File: src/rtl/spi_pkg.sv
// Shared types and constants for the SPI slave controller and its shift registers.
package spi_pkg;

  localparam int ADDR_SIZE_DEF = 8;
  localparam int WORD_W        = ADDR_SIZE_DEF + 2;

  typedef enum logic [2:0] {
    IDLE      = 3'd0,
    CHK_CMD   = 3'd1,
    WRITE     = 3'd2,
    READ_ADD  = 3'd3,
    READ_DATA = 3'd4
  } state_t;

  localparam logic [1:0] CMD_WR_ADDR = 2'b00;
  localparam logic [1:0] CMD_WR_DATA = 2'b01;
  localparam logic [1:0] CMD_RD_ADDR = 2'b10;
  localparam logic [1:0] CMD_RD_DATA = 2'b11;

endpackage

File: src/rtl/spi_shift_reg.sv
// MSB-first shift register with bit counter; serial in at the LSB, serial out from the MSB.
module spi_shift_reg #(
  parameter int W = 8
) (
  input  logic         clk,
  input  logic         rst_n,
  input  logic         clear,
  input  logic         load,
  input  logic [W-1:0] load_data,
  input  logic         shift_en,
  input  logic         serial_in,
  output logic [W-1:0] data,
  output logic         serial_out,
  output logic         last,
  output logic         done
);

  localparam int CNT_W = $clog2(W + 1);

  logic [CNT_W-1:0] count;

  always_ff @(posedge clk or negedge rst_n) begin
    if (!rst_n) begin
      data  <= '0;
      count <= '0;
    end else if (clear) begin
      data  <= '0;
      count <= '0;
    end else if (load) begin
      data  <= load_data;
      count <= '0;
    end else if (shift_en && !done) begin
      data  <= {data[W-2:0], serial_in};
      count <= count + 1'b1;
    end
  end

  assign serial_out = data[W-1];
  // last marks the shift that completes the word, so callers can strobe on that same edge
  assign last       = (count == CNT_W'(W - 1));
  assign done       = (count == CNT_W'(W));

endmodule

File: src/rtl/spi_slave_ctrl.sv
// SPI slave front-end/sequencer for the 256x8 SPI RAM.
// Optional read-data timeout enabled by defining SPI_READ_TIMEOUT_EN.
module spi_slave_ctrl
  import spi_pkg::*;
#(
  parameter int ADDR_SIZE      = ADDR_SIZE_DEF,
  parameter int TIMEOUT_CYCLES = 4
) (
  input  logic                 clk,
  input  logic                 rst_n,
  input  logic                 SS_n,
  input  logic                 MOSI,
  output logic                 MISO,
  output logic [ADDR_SIZE+1:0] rx_data,
  output logic                 rx_valid,
  input  logic [ADDR_SIZE-1:0] tx_data,
  input  logic                 tx_valid,
`ifdef SPI_READ_TIMEOUT_EN
  output logic                 rd_timeout,
`endif
  output logic [2:0]           state,
  output logic                 rd_addr_flag
);

  // Handshakes: rx_valid is a single-cycle strobe, rx_data is meaningful only while it is high;
  // tx_valid is sampled only in READ_DATA after the command strobe, once per frame, no backpressure.
  state_t               state_q;
  logic                 in_frame, rx_shift, rx_last, rx_done, rx_msb;
  logic                 tx_load, tx_shift, tx_last, tx_done, tx_msb, tx_loaded;
  logic [ADDR_SIZE-1:0] tx_bits;
  logic                 timed_out, timeout_hit;

  assign in_frame = (state_q == WRITE) || (state_q == READ_ADD) || (state_q == READ_DATA);
  assign rx_shift = !SS_n && in_frame && !rx_done;
  assign tx_load  = !SS_n && (state_q == READ_DATA) && rx_done && !tx_loaded && !timed_out && tx_valid;
  assign tx_shift = !SS_n && (state_q == READ_DATA) && tx_loaded && !tx_done;
  assign MISO     = (state_q == READ_DATA) && tx_loaded && !tx_done && tx_msb;
  assign state    = state_q;

  spi_shift_reg #(.W(ADDR_SIZE + 2)) u_rx_sr (
    .clk(clk), .rst_n(rst_n), .clear(SS_n), .load(1'b0), .load_data('0),
    .shift_en(rx_shift), .serial_in(MOSI), .data(rx_data), .serial_out(rx_msb),
    .last(rx_last), .done(rx_done)
  );

  spi_shift_reg #(.W(ADDR_SIZE)) u_tx_sr (
    .clk(clk), .rst_n(rst_n), .clear(SS_n), .load(tx_load), .load_data(tx_data),
    .shift_en(tx_shift), .serial_in(1'b0), .data(tx_bits), .serial_out(tx_msb),
    .last(tx_last), .done(tx_done)
  );

`ifdef SPI_READ_TIMEOUT_EN
  localparam int TO_W = $clog2(TIMEOUT_CYCLES + 1);
  logic [TO_W-1:0] wait_cnt;
  logic            waiting;

  assign waiting     = !SS_n && (state_q == READ_DATA) && rx_done && !tx_loaded && !timed_out && !tx_valid;
  assign timeout_hit = waiting && (wait_cnt == TO_W'(TIMEOUT_CYCLES - 1));

  always_ff @(posedge clk or negedge rst_n) begin
    if (!rst_n) begin
      wait_cnt   <= '0;
      timed_out  <= 1'b0;
      rd_timeout <= 1'b0;
    end else begin
      rd_timeout <= timeout_hit;
      if (SS_n) begin
        wait_cnt  <= '0;
        timed_out <= 1'b0;
      end else if (timeout_hit) begin
        timed_out <= 1'b1;
      end else if (waiting) begin
        wait_cnt <= wait_cnt + 1'b1;
      end
    end
  end
`else
  logic unused_timeout;
  assign timed_out      = 1'b0;
  assign timeout_hit    = 1'b0;
  assign unused_timeout = (TIMEOUT_CYCLES != 0);
`endif

  always_ff @(posedge clk or negedge rst_n) begin
    if (!rst_n) begin
      state_q      <= IDLE;
      rx_valid     <= 1'b0;
      rd_addr_flag <= 1'b0;
      tx_loaded    <= 1'b0;
    end else begin
      rx_valid <= rx_shift && rx_last;
      if ((tx_shift && tx_last) || timeout_hit) rd_addr_flag <= 1'b0;
      if (SS_n) begin
        state_q   <= IDLE;
        tx_loaded <= 1'b0;
      end else begin
        case (state_q)
          IDLE:      state_q <= CHK_CMD;
          CHK_CMD:   state_q <= MOSI ? (rd_addr_flag ? READ_DATA : READ_ADD) : WRITE;
          READ_ADD:  if (rx_shift && rx_last) rd_addr_flag <= 1'b1;
          READ_DATA: if (tx_load) tx_loaded <= 1'b1;
          default:   ;
        endcase
      end
    end
  end

  logic unused_bits;
  assign unused_bits = ^{rx_msb, tx_bits};

endmodule

File: config.mk
export PLATFORM = sky130hd
export DESIGN_NAME = spi_slave_ctrl
export DESIGN_NICKNAME = d
export VERILOG_FILES = /design/src/rtl/spi_pkg.sv /design/src/rtl/spi_shift_reg.sv /design/src/rtl/spi_slave_ctrl.sv
export SDC_FILE = /design/constraint.sdc
export NUM_CORES = 1
export LEC_CHECK = 0
export CAP_MARGIN = 5
export CORE_UTILIZATION = 47
export DETAILED_ROUTE_END_ITERATION = 7
export GPL_TIMING_DRIVEN = 0
export PLACE_DENSITY = 0.75
export SKIP_LAST_GASP = 1
export SLEW_MARGIN = 20
export SYNTH_ARGS = -nofsm -noshare
export SYNTH_HDL_FRONTEND = slang
export SYNTH_SLANG_ARGS = --single-unit
File: constraint.sdc
create_clock -name clk -period 1.7 [get_ports clk]
set_input_delay 0.51 -clock clk [delete_from_list [all_inputs] [get_ports clk]]
set_output_delay 0.51 -clock clk [all_outputs]
set_load 0.01 [all_outputs]
Figure 1. Drive-strength map (run 1).
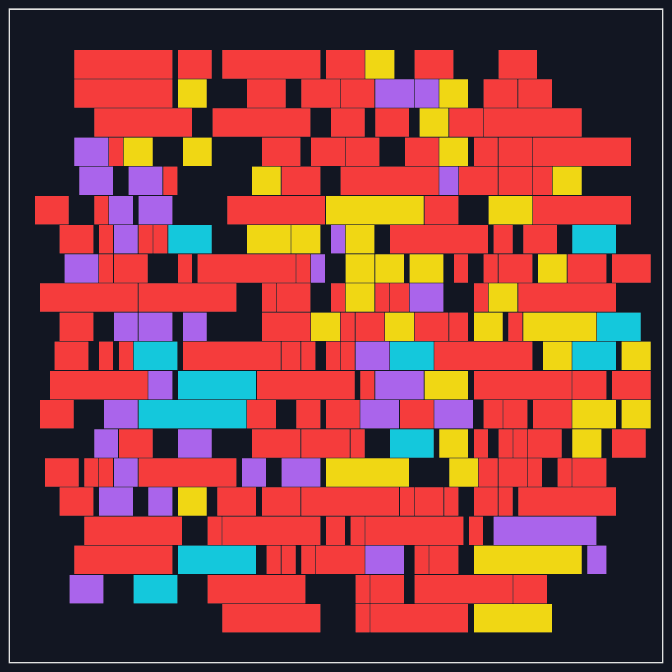
drive 2: in purple, cells 33, share 15%, most used o21ai_2. drive 6 and up: in cyan, cells 11, share 4.9%, most used buf_6. drive 3 to 4: in yellow, cells 36, share 16%, most used buf_4. drive 1 or less: in red, cells 143, share 64%, most used dfrtp_1.
post-route cell area: 2380 sq um
count of plain and timing-repair buffers in the layout: 61
least setup slack across all paths after layout: -297 ps
area added between synthesis and finish: 46.1%

Figure 2. Routed metal, one colour a layer (run 1).
Only two layers are drawn.
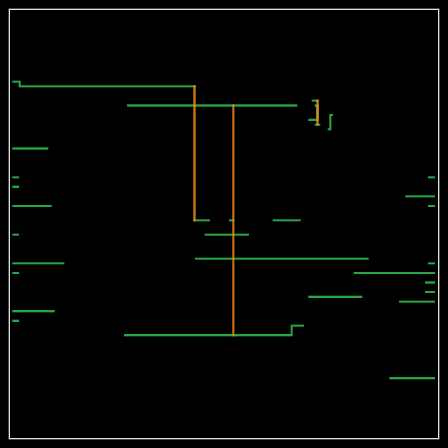
met3: in green, wire length 185 um. met4: in orange, wire length 55.1 um.
GRT Util Overall: 26.6%
total via count in the routed design: 1508
Total Routed Length: 4370 um
per-cell routed wire length: 16.4 um

==> Implementation_results.wiki, run 1 <==
== Flow metrics ==
{| class="wikitable"
! Metric !! Value
|-
| Failing checks || setup timing
|-
| Count of fill cells added during filler insertion || 219
|-
| Post-DR vias/cell || roughly 5.6
|-
| Unique masters post-synth || 38
|-
| First drt pass iteration count || 4
|-
| Cell type with the largest total area after synthesis || sky130_fd_sc_hd__dfrtp_1
|-
| Top cells, area || sky130_fd_sc_hd__dfrtp_1 49%, sky130_fd_sc_hd__nand2_1 7.6%, sky130_fd_sc_hd__a22o_1 6.5%
|-
| Placer's final routability congestion estimate || about 0.92
|-
| Number of nets in the layout || 241
|-
| Most frequently placed logic cells in the final layout || 31 x sky130_fd_sc_hd__dfrtp_1, 25 x sky130_fd_sc_hd__nand2_1, 21 x sky130_fd_sc_hd__buf_4
|-
| Startpoint type of the worst setup path || flop
|-
| Number of antenna repair diodes || 0
|-
| Largest net degree at the start of global routing || 33
|-
| Clock period minus final worst setup slack || ~2000 ps
|-
| Proportion of register bits with asynchronous set or reset after synthesis || 100%
|-
| Critical path fanouts, max || 2
|-
| Latency at later pin || roughly 330 ps
|-
| Count of buffers from port buffering || 27
|-
| Unrepaired setup endpoints after global routing || true
|-
| Worst-case headroom to the max-slew limit || between 50% and 60%
|-
| Pleak || approximately 0.0011 uW
|-
| Launch point of the worst reg-to-reg path || state[0]$_DFFE_PN0P_
|-
| Least setup slack across all paths after layout || -297 ps
|-
| Post-route ant nets || 0
|-
| Outcome || finished, violations left
|-
| Floorplan row count || 20
|-
| Number of global-route vias before repair || approximately 1.5k
|-
| Ys cells || 163
|-
| Setup violation total in the final timing report || 27
|-
| Width of the die || about 60 um
|-
| Final number of hold-violating endpoints || 0
|-
| Gate count after technology mapping || 163
|-
| Worst path required time || 1190 ps
|-
| CTS Hold Bufs || 0
|-
| First-pass GRT wire length || roughly 7000 um
|-
| Summed instance area of the synthesized netlist || about 1600 sq um
|-
| Drc violations || 0
|-
| TritonCTS clock tree || built
|}
Figure 3. Routing congestion (run 1).
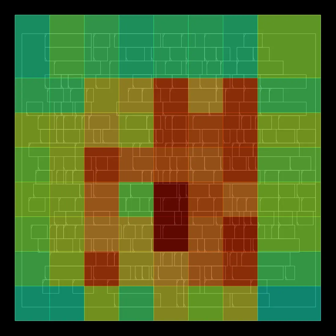
met3 routing resource usage after global routing: 8.10%
utilization of the core after routing: 74.8%
met1 Track Usage GR: 29.7%
layer carrying the most global-route usage: met2

run 1: stage by stage:
stage | util [%] | TNS [ps] | setup slack, ps | std cells | hold WS (ps)
after floorplan | - | -501 | -50.1 | 163 | 214
after global placement | 61.7 | -19930 | -604 | 234 | 479
after detailed placement | 61.5 | -4930 | -593 | 234 | 485
after CTS | 70.4 | -3480 | -383 | 262 | 239
after global routing | 74.8 | -6230 | -365 | 267 | 258
final | 74.8 | -4150 | -297 | 267 | 215
run 1: report_power, final:
part	switching, uW	internal, uW
clock	248	152
combinational	147	147
sequential	20.7	779
total	416	1080
run 1: worst max-delay path, stage by stage, from the launching register on:
cell,delay (ps)
sky130_fd_sc_hd__dfrtp_1,400
sky130_fd_sc_hd__inv_2,90
sky130_fd_sc_hd__ha_4,130
sky130_fd_sc_hd__nand3b_1,110
sky130_fd_sc_hd__and2_4,170
sky130_fd_sc_hd__and3_4,160
sky130_fd_sc_hd__buf_6,110
run 1: layer usage:
layer,track usage [%],wire [um],share of wire [%],vias to the layer above
met2,46.3,2320,53,39
met1,29.7,1810,41,767
met5,0,0,0,-
met4,12.3,55,1.3,0
li1,-,-,-,695
met3,8.10,184,4.2,7
run 1: kinds of logic (layout without fill, tap and decap cells):
kind of cell	count (synthesis)	count (layout)	synth area share, %
AOI/OAI and AO/OA	40	40	20.7
xor gates and xnor gates	2	2	1.08
adders and majority gates	5	5	3.85
buffers and inverters	17	77	5.54
DFF	32	32	49.2
muxes	2	2	1.23
and+or+nand+nor	65	65	18.4
run 1: layout make-up:
type | count | share of cell area [%]
clock inverters | 1 | 0.211
well taps | 44 | 2.32
repair buffers | 54 | 21.2
flip-flops and latches | 32 | 33.8
plain buffers | 7 | 2.58
clock buffers | 6 | 1.74
multi-input cells | 114 | 36.8
inverters | 9 | 1.42
Figure 4. Where the registers sit (run 1).
Bar = 20 um. Other sequential cells in the stronger grey, the rest of the logic in the fainter grey.
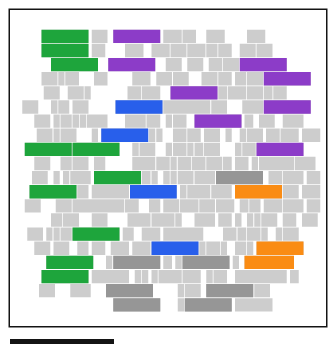

==> inputs of run 2 (changes only) <==
- CORE_MARGIN: not set -> 2
Figure 5. Where the registers sit (run 2).
Bar = 20 um. Other sequential cells in the stronger grey, the rest of the logic in the fainter grey.
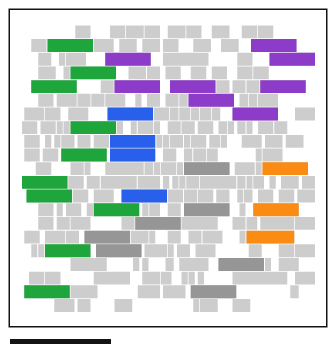
u_rx_sr.data: in green, flops 10. u_tx_sr.data: in purple, flops 8. state: in orange, flops 3. u_tx_sr.count: in blue, flops 4, where centre.
utilization of the core after routing: 73.6%
area occupied by registers: 802 sq um
P_seq: 796 uW
flip-flop and latch share of the layout cell area: 32.6%

Figure 6. Routed metal, one colour a layer (run 2).
Only two layers are drawn.
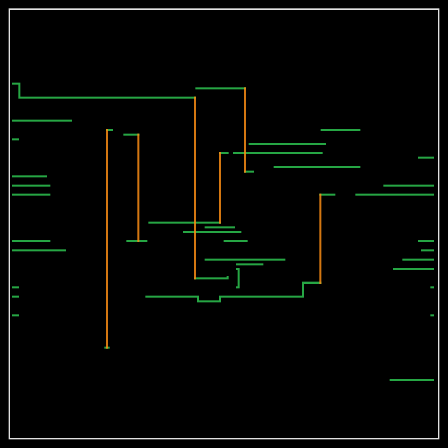
met3: in green, wire length 247 um. met4: in orange, wire length 110 um.
GRT Util Overall: 24.2%
per-cell routed wire length: 16.2 um
total via count in the routed design: 1499

==> run 2 against run 1 <==
  * The flow still finishes with violations (setup timing)
  * Flip-flop count did not move
  * Critical path depth is the same
  * Die area is 6.7% higher
  * Cell count increased by 2.2%
  * Sequential power shrank 0.5%
  * Combinational power grew 7.1%
  * Critical path type unchanged
  * Largest cell class unchanged
==> Implementation_results.wiki, run 2 <==
== Flow metrics ==
{| class="wikitable"
! Metric !! Value
|-
| Latency at later pin || approximately 340 ps
|-
| Share of power burned in the clock network || between 30% and 40%
|-
| Most frequently placed logic cells in the final layout || 31 x sky130_fd_sc_hd__dfrtp_1, 23 x sky130_fd_sc_hd__nand2_1, 23 x sky130_fd_sc_hd__buf_4
|-
| Critical path, cell by cell || inv_2, ha_4, nand3b_1, and2_4, and3_4, buf_6
|-
| Min-delay worst type || primary input to asynchronous set/reset pin
|-
| Met3 routing resource usage after global routing || just over 5%
|-
| Worst endpoint data arrival time || between 1000 and 1500 ps
|-
| Number of antenna repair diodes || 0
|-
| Worst path required time || between 1000 and 1500 ps
|-
| Summed instance area of the synthesized netlist || between 1500 and 2000 sq um
|-
| Switching power share of the total || 25.9%
|-
| Met1 Track Usage GR || between 30% and 40%
|-
| First drt pass iteration count || 4
|-
| Outcome || finished, violations left
|-
| Floorplan row count || 21
|-
| Width of the die || between 60 and 70 um
|-
| Post-DR vias/cell || 5.49
|-
| Number of cells in the design after placement || between 200 and 250
|-
| Failing checks || setup timing
|-
| Largest delay contributor family on the critical path || simple AND/OR/NAND/NOR gates
|-
| Global routing usage on met2 || 39.2%
|-
| Chip area in the Yosys report || 1630 sq um
|-
| Violation count after the first detailed-routing iteration || 77
|-
| Unique masters post-synth || 38
|-
| Setup violation total in the final timing report || 24
|-
| CTS Hold Bufs || 0
|-
| Number of I/O pins || 29
|-
| Flip-flops with a built-in enable || 0
|-
| First-pass GRT wire length || around 7400 um
|-
| Critical register-to-register path endpoint || u_rx_sr.count[2]$_DFFE_PN0P_
|-
| Top cells, area || sky130_fd_sc_hd__dfrtp_1 49%, sky130_fd_sc_hd__nand2_1 7.6%, sky130_fd_sc_hd__a22o_1 6.5%
|-
| Layer carrying the most global-route usage || met2
|-
| Area added between synthesis and finish || 51.1%
|-
| Critical path fanouts, max || 2
|-
| Placer's final routability congestion estimate || about 0.81
|-
| Sequential share of power || 47.4%
|-
| Largest incremental delay on the critical path || around 400 ps
|-
| Pleak || between 0.001 and 0.0015 uW
|-
| Ys cells || approximately 160
|-
| Internal power summed over all cells || roughly 1200 uW
|-
| Launch point of the worst reg-to-reg path || state[0]$_DFFE_PN0P_
|-
| Worst Hold Margin || ~220 ps
|-
| Gate count after technology mapping || roughly 160
|-
| Worst-case headroom to the max-slew limit || between 50% and 60%
|-
| Combinational power share || 18.7%
|-
| Number of nets produced by synthesis || ~180
|-
| Clock tree root driver cell || sky130_fd_sc_hd__clkbuf_4
|-
| Post-route ant nets || 0
|-
| Drc violations || 0
|-
| Number of global-route vias before repair || approximately 1.6k
|-
| Unrepaired setup endpoints after global routing || true
|-
| Final-layout setup total negative slack || -2220 ps
|-
| Post-route cell area || between 2000 and 2500 sq um
|-
| Largest net degree at the start of global routing || 33
|-
| Startpoint type of the worst setup path || flop
|-
| TritonCTS clock tree || built
|-
| Clock period minus final worst setup slack || between 1500 and 2000 ps
|-
| Logic depth of the worst setup path including buffers || 6
|-
| Worst slack after detailed placement || -628 ps
|-
| Cell type with the largest total area after synthesis || sky130_fd_sc_hd__dfrtp_1
|-
| Least setup slack across all paths after layout || -295 ps
|-
| Count of buffers from port buffering || 27
|-
| Register with the most flip-flops || u_rx_sr.data
|-
| Total power after layout || 1680 uW
|-
| Final number of hold-violating endpoints || 0
|-
| Number of nets in the layout || approximately 240
|-
| Count of placed standard cells in the final layout, fillers left out || 273
|-
| Crit path buf inv count || 2
|-
| Total Routed Length || around 4400 um
|-
| Area after DPL || between 1500 and 2000 sq um
|-
| R2R cell count || 7
|-
| Slowest stage cell on the critical path || sky130_fd_sc_hd__dfrtp_1
|-
| Proportion of register bits with asynchronous set or reset after synthesis || 100%
|-
| Sw power || between 400 and 500 uW
|}
## run 2: cell counts after synthesis
Identical to the previous run, type by type.
## run 2: cell type report
type / count / area (sq um)
Buffer: 4 / 18.8
Clock buffer: 6 / 41.3
Clock inverter: 2 / 35.0
Fill cell: 257 / 880
Inverter: 9 / 33.8
Multi-Input combinational cell: 114 / 886
Sequential cell: 32 / 802
Tap cell: 46 / 57.6
Timing Repair Buffer: 60 / 583
## run 2: power groups by stage
stage	clock [uW]	sequential, uW	combinational (uW)
2_1_floorplan	0	820	94.2
6_report	568	796	315
5_1_grt	622	799	339
3_3_place_gp	0	817	183
3_5_place_dp	0	819	187
4_1_cts	580	795	330
## run 2: worst min-delay path by stage
| stage | startpoint | to | slack [ps] |
|---|---|---|---|
| finish | rst_n | u_rx_sr.count[3]$_DFFE_PN0P_ | 220 |
| global route | rst_n | u_tx_sr.count[3]$_DFFE_PN0P_ | 270 |
| CTS | rst_n | u_rx_sr.count[1]$_DFFE_PN0P_ | 230 |
| detailed placement | u_tx_sr.data[0]$_DFFE_PN0P_ | u_tx_sr.data[0]$_DFFE_PN0P_ | 490 |
| global placement | u_tx_sr.data[0]$_DFFE_PN0P_ | u_tx_sr.data[0]$_DFFE_PN0P_ | 480 |
| floorplan | rst_n | rd_addr_flag$_DFF_PN0_ | 210 |
## run 2: cells by family (layout without fill, tap and decap cells)
kind of cell	Yosys count	after routing	synth area share, %
buffers and inverters	17	81	5.54
multiplexers	2	2	1.23
XOR/XNOR	2	2	1.08
adder cells (fa/ha/maj)	5	5	3.85
AND/OR/NAND/NOR	65	65	18.4
AND-OR/OR-AND	40	40	20.7
flip-flops	32	32	49.2
## run 2: layer usage
layer / vias to the layer above / routed length (um)
li1: 696 / -
met3: 12 / 246
met5: - / 0
met4: 0 / 109
met2: 58 / 2200
met1: 733 / 1860
Power and IR drop assume default switching activity.
